Fig. 1: wiring by layer
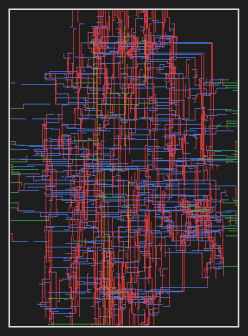
Fig. 2: track usage over the die
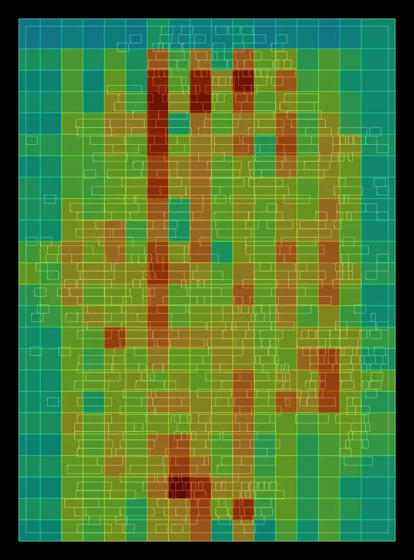
Fig. 3: clock network drawn from the DEF
The bar under the picture is 20 microns long.
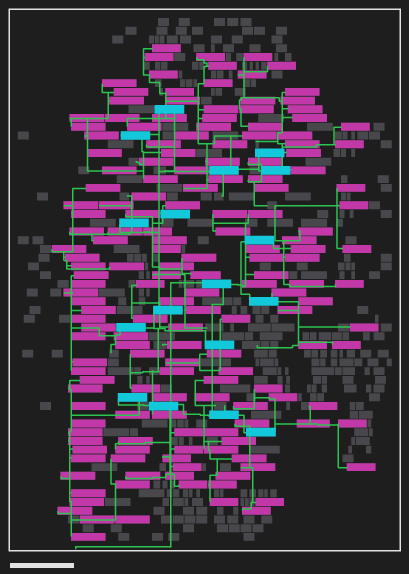
<file path="src/rtl/wfg_drive_pat_seq_if.sv">
// Pattern word stream between the stream source and the drive pattern sequencer.
// Valid/ready handshake. tready never depends on tvalid.
interface wfg_drive_pat_seq_if #(
  parameter int unsigned CHANNELS = 32
);
  logic [CHANNELS-1:0] tdata;
  logic                tvalid;
  logic                tready;

  modport master (output tdata, output tvalid, input tready);
  modport slave  (input tdata, input tvalid, output tready);
endinterface

</file>
<file path="src/rtl/wfg_drive_pat_seq.sv">
// Buffers stream pattern words and pops one per core sync onto axis_data_o (visible 1 cycle after sync).
// Backpressure: tready drops when the FIFO is full, disabled or idle; empty-FIFO syncs in RUN flag underrun.
module wfg_drive_pat_seq #(
  parameter int unsigned CHANNELS   = 32,
  parameter int unsigned FIFO_DEPTH = 4
) (
  input  logic                          clk,
  input  logic                          rst_n,
  input  logic                          wfg_core_sync_i,
  input  logic                          ctrl_en_q_i,
  input  logic [CHANNELS-1:0]           cfg_mask_q_i,
  wfg_drive_pat_seq_if.slave            wfg_axis,
  output logic [CHANNELS-1:0]           axis_data_o,
  output logic                          active_o,
  output logic                          underrun_o,
  input  logic                          clear_underrun_i,
  output logic [$clog2(FIFO_DEPTH):0]   fifo_level_o
);

  localparam int PTR_W = $clog2(FIFO_DEPTH);
  localparam int LVL_W = PTR_W + 1;

  localparam logic [1:0] S_IDLE  = 2'd0;
  localparam logic [1:0] S_PRIME = 2'd1;
  localparam logic [1:0] S_RUN   = 2'd2;

  logic [1:0]          state_q, state_d;
  logic [PTR_W-1:0]    wr_ptr_q, wr_ptr_d;
  logic [PTR_W-1:0]    rd_ptr_q, rd_ptr_d;
  logic [LVL_W-1:0]    level_q, level_d;
  logic [CHANNELS-1:0] data_q, data_d;
  logic                underrun_q, underrun_d;
  logic [CHANNELS-1:0] mem_q [FIFO_DEPTH];

  logic tready;
  logic push;
  logic pop;
  logic underrun_set;

  assign tready = ctrl_en_q_i && (state_q != S_IDLE) && (level_q < LVL_W'(FIFO_DEPTH));
  assign push   = wfg_axis.tvalid && tready;

  // The pop decision looks at the pre-push level, so a word arriving with the sync is not bypassed.
  assign pop          = ctrl_en_q_i && wfg_core_sync_i && (state_q != S_IDLE) && (level_q != '0);
  assign underrun_set = ctrl_en_q_i && wfg_core_sync_i && (state_q == S_RUN) && (level_q == '0);

  always_comb begin
    state_d  = state_q;
    wr_ptr_d = wr_ptr_q;
    rd_ptr_d = rd_ptr_q;
    level_d  = level_q;
    data_d   = data_q;
    if (!ctrl_en_q_i) begin
      state_d  = S_IDLE;
      wr_ptr_d = '0;
      rd_ptr_d = '0;
      level_d  = '0;
      data_d   = '0;
    end else begin
      case (state_q)
        S_IDLE:  state_d = S_PRIME;
        S_PRIME: if (pop) state_d = S_RUN;
        S_RUN:   state_d = S_RUN;
        default: state_d = S_IDLE;
      endcase
      if (push) wr_ptr_d = wr_ptr_q + PTR_W'(1);
      if (pop) begin
        rd_ptr_d = rd_ptr_q + PTR_W'(1);
        data_d   = mem_q[rd_ptr_q] & cfg_mask_q_i;
      end
      case ({push, pop})
        2'b10:   level_d = level_q + LVL_W'(1);
        2'b01:   level_d = level_q - LVL_W'(1);
        default: level_d = level_q;
      endcase
    end
  end

  // Set has priority over clear; disable leaves the flag alone.
  always_comb begin
    underrun_d = underrun_q;
    if (underrun_set)          underrun_d = 1'b1;
    else if (clear_underrun_i) underrun_d = 1'b0;
  end

  always_ff @(posedge clk or negedge rst_n) begin
    if (!rst_n) begin
      state_q    <= S_IDLE;
      wr_ptr_q   <= '0;
      rd_ptr_q   <= '0;
      level_q    <= '0;
      data_q     <= '0;
      underrun_q <= 1'b0;
    end else begin
      state_q    <= state_d;
      wr_ptr_q   <= wr_ptr_d;
      rd_ptr_q   <= rd_ptr_d;
      level_q    <= level_d;
      data_q     <= data_d;
      underrun_q <= underrun_d;
    end
  end

  always_ff @(posedge clk) begin
    if (push) mem_q[wr_ptr_q] <= wfg_axis.tdata;
  end

  assign wfg_axis.tready = tready;
  assign axis_data_o     = data_q;
  assign active_o        = (state_q == S_RUN);
  assign underrun_o      = underrun_q;
  assign fifo_level_o    = level_q;

endmodule

</file>
<file path="src/flat_wrapper.sv">
// flat-port wrapper written by rule: the top's interface ports become plain ports
module wfg_drive_pat_seq_flat 
#(
  parameter int unsigned CHANNELS   = 32,
  parameter int unsigned FIFO_DEPTH = 4
)
  (clk, rst_n, wfg_core_sync_i, ctrl_en_q_i, cfg_mask_q_i, axis_data_o, active_o, underrun_o, clear_underrun_i, fifo_level_o, wfg_axis_tdata, wfg_axis_tvalid, wfg_axis_tready);
  wfg_drive_pat_seq_if #(.CHANNELS(CHANNELS)) wfg_axis_i ();
  input  logic clk;
  input  logic rst_n;
  input  logic wfg_core_sync_i;
  input  logic ctrl_en_q_i;
  input  logic [CHANNELS-1:0] cfg_mask_q_i;
  output logic [CHANNELS-1:0] axis_data_o;
  output logic active_o;
  output logic underrun_o;
  input  logic clear_underrun_i;
  output logic [$clog2(FIFO_DEPTH):0] fifo_level_o;
  input wire logic [$bits(wfg_axis_i.tdata)-1:0] wfg_axis_tdata;
  input wire logic [$bits(wfg_axis_i.tvalid)-1:0] wfg_axis_tvalid;
  output wire logic [$bits(wfg_axis_i.tready)-1:0] wfg_axis_tready;
  assign wfg_axis_i.tdata = wfg_axis_tdata;
  assign wfg_axis_i.tvalid = wfg_axis_tvalid;
  assign wfg_axis_tready = wfg_axis_i.tready;
  wfg_drive_pat_seq #(.CHANNELS(CHANNELS), .FIFO_DEPTH(FIFO_DEPTH)) u_core (.clk(clk), .rst_n(rst_n), .wfg_core_sync_i(wfg_core_sync_i), .ctrl_en_q_i(ctrl_en_q_i), .cfg_mask_q_i(cfg_mask_q_i), .wfg_axis(wfg_axis_i), .axis_data_o(axis_data_o), .active_o(active_o), .underrun_o(underrun_o), .clear_underrun_i(clear_underrun_i), .fifo_level_o(fifo_level_o));
endmodule
</file>
<file path="config.mk">
export PLATFORM = sky130hd
export DESIGN_NAME = wfg_drive_pat_seq_flat
export DESIGN_NICKNAME = d
export VERILOG_FILES = /design/src/rtl/wfg_drive_pat_seq_if.sv /design/src/rtl/wfg_drive_pat_seq.sv /design/src/flat_wrapper.sv
export SDC_FILE = /design/constraint.sdc
export NUM_CORES = 1
export LEC_CHECK = 0
export ABC_CLOCK_PERIOD_IN_PS = 2900
export CAP_MARGIN = 15
export CORE_ASPECT_RATIO = 1.4
export CORE_MARGIN = 2
export CORE_UTILIZATION = 35
export DETAILED_ROUTE_END_ITERATION = 6
export HOLD_SLACK_MARGIN = 0.05
export SLEW_MARGIN = 30
export SYNTH_ARGS = -nofsm -noshare
export SYNTH_HDL_FRONTEND = slang
export SYNTH_SLANG_ARGS = --single-unit
export TNS_END_PERCENT = 5
</file>
<file path="constraint.sdc">
create_clock -name clk -period 2.9 [get_ports clk]
set_clock_uncertainty 0.05 [all_clocks]
set_input_delay 0.58 -clock clk [delete_from_list [all_inputs] [get_ports clk]]
set_output_delay 0.58 -clock clk [all_outputs]
set_load 0.02 [all_outputs]
</file>
==> impl_results.html <==
<h2>Implementation results</h2>
<table>
<tr><th>Metric</th><th>Value</th></tr>
<tr><th colspan="2">Run status</th></tr>
<tr><td>Outcome</td><td>finished clean</td></tr>
<tr><th colspan="2">Worst setup path</th></tr>
<tr><td>Setup CP Type</td><td>input port to primary output</td></tr>
<tr><td>Stages on the worst setup path</td><td>4</td></tr>
<tr><td>Critical register-to-register path startpoint</td><td>u_core.state_q[1]$_DFFE_PN0P_</td></tr>
<tr><td>Maximum fanout count along the critical path</td><td>19</td></tr>
<tr><td>Worst setup SP type</td><td>input port</td></tr>
<tr><td>Count of cells along the worst register-to-register path</td><td>8</td></tr>
<tr><td>Cell family with the largest share of critical-path delay</td><td>buffers and inverters</td></tr>
<tr><td>Critical Path Slowest Stage Cell</td><td>clkdlybuf4s50_1</td></tr>
<tr><td>Delay of the slowest cell on the worst path</td><td>a little over 0.6 ns</td></tr>
<tr><td>Worst setup path end</td><td>wfg_axis_tready</td></tr>
<tr><td>Worst Setup SP</td><td>ctrl_en_q_i</td></tr>
<tr><td>Required arrival time at the worst endpoint</td><td>2.27 ns</td></tr>
<tr><th colspan="2">Layout</th></tr>
<tr><td>Logic area</td><td>approximately 1700 sq um</td></tr>
<tr><td># fillers</td><td>approximately 1700</td></tr>
<tr><td>Area growth from synthesis to layout</td><td>28.6%</td></tr>
<tr><th colspan="2">Worst hold path</th></tr>
<tr><td>Worst hold path class</td><td>input port to asynchronous set/reset pin</td></tr>
<tr><th colspan="2">Power</th></tr>
<tr><td>Leakage Power</td><td>0.00295 uW</td></tr>
<tr><th colspan="2">Job</th></tr>
<tr><td>Tally of max-capacitance violations</td><td>0</td></tr>
<tr><td>Number of warning messages in the logs</td><td>31</td></tr>
<tr><th colspan="2">Final timing</th></tr>
<tr><td>Final critical-path required period</td><td>approximately 2.6 ns</td></tr>
<tr><td>Final number of hold-violating endpoints</td><td>0</td></tr>
<tr><td>Tightest Pin Transition</td><td>between 0.8 and 0.9 ns</td></tr>
<tr><td>Maximum frequency from static timing analysis</td><td>around 390 MHz</td></tr>
<tr><td>Post-route worst hold slack</td><td>approximately 0.093 ns</td></tr>
<tr><th colspan="2">Global route</th></tr>
<tr><td>Overflow left after global routing</td><td>0</td></tr>
<tr><td>Antenna violations before repair</td><td>1</td></tr>
<tr><td>Largest net degree at the start of global routing</td><td>38</td></tr>
<tr><th colspan="2">Clock network</th></tr>
<tr><td>Setup bufs post-CTS</td><td>0</td></tr>
<tr><td>Post-CTS clock slew at the launch and capture registers of the worst setup and hold paths</td><td>approximately 0.07 ns</td></tr>
<tr><td>TritonCTS clock tree</td><td>built</td></tr>
<tr><td>Maximum buffer depth of the clock tree</td><td>2</td></tr>
<tr><th colspan="2">Drt</th></tr>
<tr><td>Post-DRT Antenna Nets</td><td>0</td></tr>
<tr><td>Number of detailed-routing iterations run before antenna repair</td><td>4</td></tr>
<tr><td>Iteration-0 DRC count of the detailed router</td><td>about 290</td></tr>
<tr><td>Via total after detailed routing</td><td>about 3900</td></tr>
<tr><td>Average via count per standard cell</td><td>a little over 5</td></tr>
<tr><th colspan="2">Floorplan</th></tr>
<tr><td>Chip area</td><td>20400 sq um</td></tr>
<tr><td>Starting density of the core</td><td>between 30% and 40%</td></tr>
<tr><td>Overall die height</td><td>168 microns</td></tr>
<tr><th colspan="2">Yosys</th></tr>
<tr><td>Asr flop ratio synth</td><td>about 25%</td></tr>
<tr><td>Sequential share of the synthesized area</td><td>roughly 73%</td></tr>
<tr><td>Average instance area after synthesis</td><td>17.4 sq um</td></tr>
<tr><th colspan="2">Place</th></tr>
<tr><td>Final weighted congestion in routability-driven placement</td><td>0.784</td></tr>
<tr><td>PortBufs</td><td>between 100 and 150</td></tr>
</table>
About Fig. 1:
Red stands for met2, wire length 7780 microns. Blue stands for met1, wire length 5960 microns. Green stands for met3, wire length 528 microns. Orange stands for met4, wire length 345 microns.

About Fig. 2:
met1 GRT Util: 18.1%
utilization of the core after routing: 45.5%
routing usage on met2: 25.6%
post-detailed-route wirelength per cell: 19.2 microns

About Fig. 3:
Magenta stands for flip-flops, count 170. Green stands for clock wires, length 1860 microns. Cyan stands for cells driving clock nets, count 17.
There are 18 routed clock nets.
clk_lat worst skew: 0.42 ns
Clk. pwr: 2170 uW
power share of the clock group: 38.9%

## power breakdown
group	internal, uW	total [uW]	leakage, uW	switching, uW
logic	280	637	0.000927	357
clock network	1150	2170	0.000285	1020
registers	2720	2770	0.00173	48.5
## kinds of logic (layout without fill, tap and decap cells)
kind of cell	Yosys count	after routing	synth area share, %
muxes	34	34	11.3
adders and majority gates	8	8	1.59
other	0	1	0
and+or+nand+nor	100	100	8.03
AOI/OAI and AO/OA	44	44	3.47
buffers and inverters	32	158	3.15
DFF	170	170	72.5
## metrics by stage
step	util, %	total power, uW	worst slack (ns)	area (sq um)	cells
CTS	45.5	5650	0.330	8670	762
floorplan	-	3180	0.527	6750	388
global route	45.5	5810	0.277	8680	763
detailed placement	42.4	3470	0.344	8090	730
finish	45.5	5570	0.337	8680	763
global placement	42.4	3450	0.368	8090	730
## state kept, by name, indices dropped and copies added, names as in the netlist
register             cells
u_core.axis_data_o      32
u_core.fifo_level_o      3
u_core.mem_q           128
u_core.rd_ptr_q          2
u_core.state_q           2
u_core.underrun_o        1
u_core.wr_ptr_q          2
## worst register-to-register path, cell delays in order (launching register included)
cell       delay (ns)
dfrtp_1          0.38
inv_1            0.07
ha_1             0.24
nand3b_2         0.36
nor3_1           0.29
fa_1             0.43
and2_1           0.16
nand4_1          0.09
o2111ai_1        0.11
## final cells by class
class	instances	area share, %
diodes	1	0.0288
clock buffers	17	4.90
clock inverters	15	1.77
inverters	6	0.260
multi-input cells	186	19.1
flip-flops and latches	170	56.5
well taps	248	3.58
repair buffers	120	13.9
## cell usage after synthesis (all sizes together) (3+ instances only)
cell	count	share of area, %
dfrtp	42	16
clkbuf	9	0.61
buf	17	2.2
mux4	32	11
o21ai	35	2.6
and2	5	0.46
edfxtp	128	57
nand4	40	3.7
inv	6	0.33
nor3	3	0.30
a21oi	3	0.22
ha	7	1.3
nand2	40	2.2
## per-layer routing
metal	share of wire [%]	track usage, %	vias up
met2	53	25.6	115
met3	3.6	3.12	21
met1	41	18.1	2038
li1	-	-	1770
met4	2.4	6.70	0
met5	0	0	-
## worst min path at each step
| stage | startpoint | slack, ns | endpoint | depth (start not counted) |
|---|---|---|---|---|
| 2_1_floorplan | rst_n | 0.23 | u_core.axis_data_o[0]$_DFFE_PN0P_ | 0 |
| 3_3_place_gp | u_core.axis_data_o[26]$_DFFE_PN0P_ | 0.47 | u_core.axis_data_o[26]$_DFFE_PN0P_ | 2 |
| 3_5_place_dp | u_core.axis_data_o[7]$_DFFE_PN0P_ | 0.47 | u_core.axis_data_o[7]$_DFFE_PN0P_ | 2 |
| 4_1_cts | rst_n | 0.10 | u_core.state_q[1]$_DFFE_PN0P_ | 1 |
| 5_1_grt | rst_n | 0.12 | u_core.state_q[1]$_DFFE_PN0P_ | 1 |
| 6_report | rst_n | 0.09 | u_core.state_q[1]$_DFFE_PN0P_ | 1 |
Power is estimated from default activity; no workload was simulated.
